==> config.mk <==
export PLATFORM = sky130hd
export DESIGN_NAME = wb_rr_arbiter
export DESIGN_NICKNAME = d
export VERILOG_FILES = /design/src/rtl/wb_rr_arbiter.sv
export SDC_FILE = /design/constraint.sdc
export NUM_CORES = 1
export LEC_CHECK = 0
export CAP_MARGIN = 20
export CORE_AREA = 2 2 288 290
export DETAILED_ROUTE_END_ITERATION = 8
export DIE_AREA = 0 0 290 292
export MAX_ROUTING_LAYER = met4
export SYNTH_ARGS = -nofsm -noshare
export SYNTH_HDL_FRONTEND = slang
export SYNTH_SLANG_ARGS = --single-unit
export TNS_END_PERCENT = 10
==> constraint.sdc <==
create_clock -name CLK -period 4.3 [get_ports CLK]
set_clock_uncertainty 0.05 [all_clocks]
set_input_delay 0.43 -clock CLK [delete_from_list [all_inputs] [get_ports CLK]]
set_output_delay 0.43 -clock CLK [all_outputs]
set_load 0.02 [all_outputs]
==> src/rtl/wb_rr_arbiter.sv <==
// -----------------------------------------------------------------------------
// wb_rr_arbiter
//
// Round-robin arbiter that merges NUM_MASTERS line-wide Wishbone master ports
// onto one downstream master port. A master owns the bus from the grant edge
// until its transaction terminates (ack, retry, abort or watchdog timeout).
// Every termination is followed by exactly one IDLE cycle before the next grant.
//
// Ports
//   CLK, RST           clock; synchronous active-high reset
//   m_cyc/m_stb/m_we   per-master Wishbone controls (bit i = master i)
//   m_adr/m_dat_m/m_sel packed per-master address, write data, byte selects
//   m_dat_s            read data broadcast to all masters
//   m_ack/m_rty        per-master termination
//   s_cyc/s_stb/s_we   downstream controls
//   s_adr/s_dat_m/s_sel downstream address, write data, byte selects
//   s_dat_s            downstream read data
//   s_ack/s_rty        downstream termination
//   grant              index of the owning master (debug/perf)
// -----------------------------------------------------------------------------
module wb_rr_arbiter #(
    parameter  int NUM_MASTERS = 2,
    parameter  int ADR_W       = 12,
    parameter  int DAT_W       = 128,
    parameter  int TIMEOUT     = 64,
    localparam int SEL_W       = DAT_W / 8,
    localparam int GNT_W       = $clog2(NUM_MASTERS)
) (
    input  logic                         CLK,
    input  logic                         RST,
    input  logic [NUM_MASTERS-1:0]       m_cyc,
    input  logic [NUM_MASTERS-1:0]       m_stb,
    input  logic [NUM_MASTERS-1:0]       m_we,
    input  logic [NUM_MASTERS*ADR_W-1:0] m_adr,
    input  logic [NUM_MASTERS*DAT_W-1:0] m_dat_m,
    input  logic [NUM_MASTERS*SEL_W-1:0] m_sel,
    output logic [DAT_W-1:0]             m_dat_s,
    output logic [NUM_MASTERS-1:0]       m_ack,
    output logic [NUM_MASTERS-1:0]       m_rty,
    output logic                         s_cyc,
    output logic                         s_stb,
    output logic                         s_we,
    output logic [ADR_W-1:0]             s_adr,
    output logic [DAT_W-1:0]             s_dat_m,
    output logic [SEL_W-1:0]             s_sel,
    input  logic [DAT_W-1:0]             s_dat_s,
    input  logic                         s_ack,
    input  logic                         s_rty,
    output logic [GNT_W-1:0]             grant
);

    localparam logic [0:0] ST_IDLE = 1'b0;
    localparam logic [0:0] ST_BUSY = 1'b1;

    // A zero TIMEOUT disables the watchdog; keep a 1-bit counter that never moves.
    localparam int               CNT_W   = (TIMEOUT > 0) ? $clog2(TIMEOUT + 1) : 1;
    localparam logic [CNT_W-1:0] CNT_MAX = (TIMEOUT > 0) ? CNT_W'(TIMEOUT - 1) : '0;

    logic [0:0]       r_state;
    logic [GNT_W-1:0] r_grant;
    logic [GNT_W-1:0] r_last;
    logic [CNT_W-1:0] r_cnt;

    logic [NUM_MASTERS-1:0] w_req;
    logic [GNT_W-1:0]       w_next_grant;
    logic                   w_found;
    logic                   w_own_cyc;
    logic                   w_timeout_hit;
    logic                   w_done;

    logic [ADR_W-1:0] w_adr [NUM_MASTERS];
    logic [DAT_W-1:0] w_dat [NUM_MASTERS];
    logic [SEL_W-1:0] w_sel [NUM_MASTERS];

    genvar gi;
    for (gi = 0; gi < NUM_MASTERS; gi++) begin : g_unpack
        assign w_adr[gi] = m_adr[gi*ADR_W +: ADR_W];
        assign w_dat[gi] = m_dat_m[gi*DAT_W +: DAT_W];
        assign w_sel[gi] = m_sel[gi*SEL_W +: SEL_W];
    end

    assign w_req = m_cyc & m_stb;
    assign grant = r_grant;

    // Scan last+1, last+2, ... so the previous owner is considered last.
    always_comb begin
        // NOTE: every always_comb output gets a default first so no path infers a latch.
        w_next_grant = '0;
        w_found      = 1'b0;
        for (int off = 1; off <= NUM_MASTERS; off++) begin
            if (!w_found && w_req[(int'(r_last) + off) % NUM_MASTERS]) begin
                w_found      = 1'b1;
                w_next_grant = GNT_W'((int'(r_last) + off) % NUM_MASTERS);
            end
        end
    end

    assign w_own_cyc = m_cyc[r_grant];

    // Watchdog fires only when the slave gives no termination of its own;
    // ack and retry both outrank it.
    assign w_timeout_hit = (TIMEOUT != 0) && (r_cnt == CNT_MAX) && !s_ack && !s_rty;

    // An abort coinciding with ack is still a completion; either way the bus
    // is released at this edge, so all exits collapse into one condition.
    assign w_done = s_ack || s_rty || w_timeout_hit || !w_own_cyc;

    // Outputs decode from registered state, so the cycle after a sampled
    // reset is always IDLE with every output low.
    always_comb begin
        s_cyc   = 1'b0;
        s_stb   = 1'b0;
        s_we    = 1'b0;
        s_adr   = '0;
        s_dat_m = '0;
        s_sel   = '0;
        m_ack   = '0;
        m_rty   = '0;
        m_dat_s = '0;
        if (r_state == ST_BUSY) begin
            s_cyc          = w_own_cyc && !w_timeout_hit;
            s_stb          = w_own_cyc && m_stb[r_grant] && !w_timeout_hit;
            s_we           = w_own_cyc && m_we[r_grant];
            s_adr          = w_own_cyc ? w_adr[r_grant] : '0;
            s_dat_m        = w_own_cyc ? w_dat[r_grant] : '0;
            s_sel          = w_own_cyc ? w_sel[r_grant] : '0;
            m_ack[r_grant] = s_ack;
            m_rty[r_grant] = s_rty || w_timeout_hit;
            m_dat_s        = s_dat_s;
        end
    end

    always_ff @(posedge CLK) begin
        // NOTE: sequential state uses non-blocking assignments so every register
        // samples pre-edge values regardless of statement order.
        if (RST) begin
            r_state <= ST_IDLE;
            r_grant <= '0;
            r_last  <= GNT_W'(NUM_MASTERS - 1);
            r_cnt   <= '0;
        end else begin
            case (r_state)
                ST_IDLE: begin
                    if (|w_req) begin
                        r_grant <= w_next_grant;
                        r_cnt   <= '0;
                        r_state <= ST_BUSY;
                    end
                end
                default: begin
                    if (w_done) begin
                        r_last  <= r_grant;
                        r_state <= ST_IDLE;
                    end else if (r_cnt != CNT_MAX) begin
                        r_cnt <= r_cnt + 1'b1;
                    end
                end
            endcase
        end
    end

endmodule

Met2 routing:
Scale: 1 px per um. Cells faint in the background.
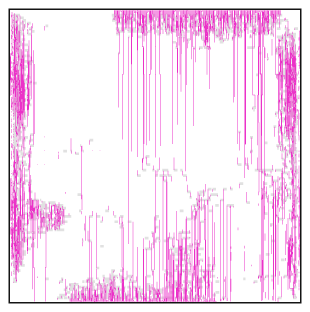
The layer holds 46% of the routed length. The wires run mostly vertical. 1491 nets have wire on it. The layer carries 24.2 mm of wire. The longest straight run is 207 um.

Port wiring:
Scale: 1 px per um.
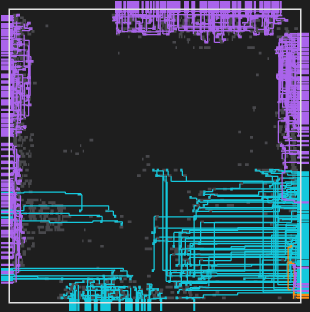
Key: purple = m_dat_m [direction input, end cells 128, buffers 256, wire 7590 um]; cyan = m_dat_s [direction output, end cells 128, buffers 128, wire 10100 um]; orange = m_ack [direction output, end cells 2, buffers 2, wire 101 um]

Metal layers overlaid:
Scale: 2 px per um. Two of the layers only.
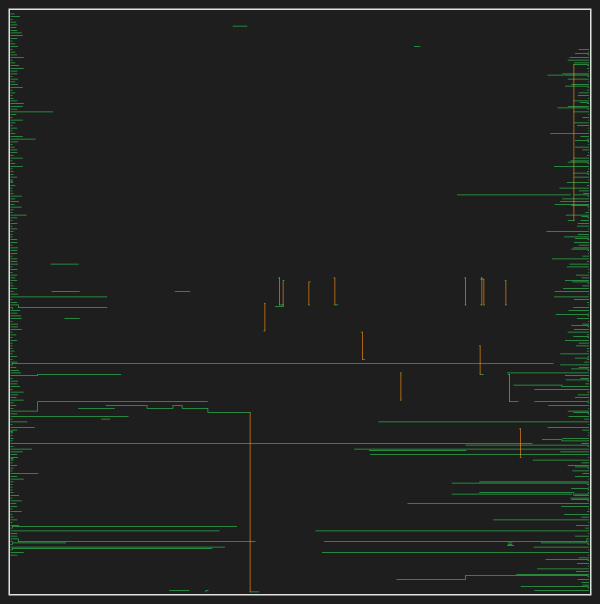
Key: orange = M4 [wire length 355 um]; green = M3 [wire length 4990 um]

Clock nets:
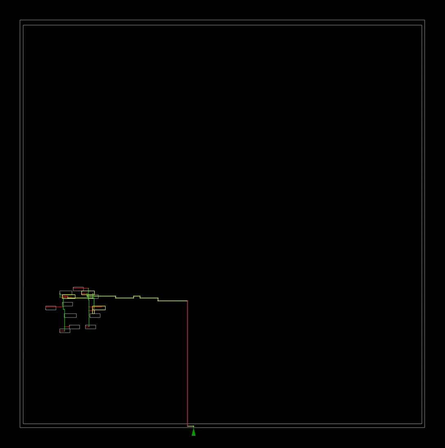
P_clk: 167 uW
clock buffer count: 3
registers: 10
Clock Sink Count: 10
cts bufs inserted: 3

==> run summary <==
Physical design

The run finished with clean final reports. The number of nets still failing antenna checks after routing stands at 0. In the final layout, flip-flops and latches occupy 208 sq um. The clock transition at the register clock pins on the worst setup and hold paths after CTS stands at 0.04 ns. The area share of the leading cell type in the synthesized netlist stands at 41.6%. The total area inside the core boundary comes to 0.0816 sq mm. The die outline width stands at 290 um.

In the layout the commonest cells are clkdlybuf4s50_1, nor2_1, mux2i_1. The number of antenna violations at the first check in global routing is 22. The total length of routed met2 wires stands at 24200 um. Ranked by total cell area, the synthesized netlist is headed by mux2i_1, and2_1, nor2_1, dfxtp_1, buf_2. For the worst setup path, the data arrival time is 2.97 ns. The number of different library cells in the post-synthesis netlist stands at 33. The routed design could run at a clock period as short as 3.45 ns. The cts-stage hold buffer count stands at 0. The vertical extent of the die stands at 292 um.

The achievable clock frequency stands at 0.290 GHz. Yosys mapped a number of flops with a built-in enable equal to 0. The global router's overall resource usage stands at 12.1%. Counting buffers and inverters, the worst setup path is 6 cells deep.

Summing all multiplexer cells gives an area fraction of 41.9%. Counting pins that exceed their max-slew limit in the final report gives 0. The worst-case reg-to-reg setup slack stands at 1.91 ns. Per the CTS log, the root buffer master is clkbuf_16. The total internal power stands at 880 uW.

STA lists the endpoint of the worst register-to-register path as r_cnt[0]. Synthesis produced 564 cells. Input and output buffers added on the ports amount to 741. The worst hold slack stands at 0.389 ns.

The worst hold path cell count stands at 2. Yosys reported a register bit count of 10. The combinational power stands at 1190 uW.

The total via count after detailed routing stands at 6926. The part of the power in combinational logic stands at 81.2%. Following the worst setup path forward leads to its endpoint at m_rty[0]. STA classifies the critical path endpoint as an output pin. The tap cell count stands at 1070. The synthesis stats list as the most numerous cell nor2_1. In the final design, more cell area goes to non-clock buffers than to any other class. The length of the first detailed-routing pass in iterations stands at 5. The switching component of the power was reported as 585 uW.

Setup repair after global routing left no endpoint under its margin. The met1 wire length stands at 22700 um. Of the total synthesized cell area, the portion taken by XOR and XNOR cells is 0%.
Power is estimated from default activity; no workload was simulated.
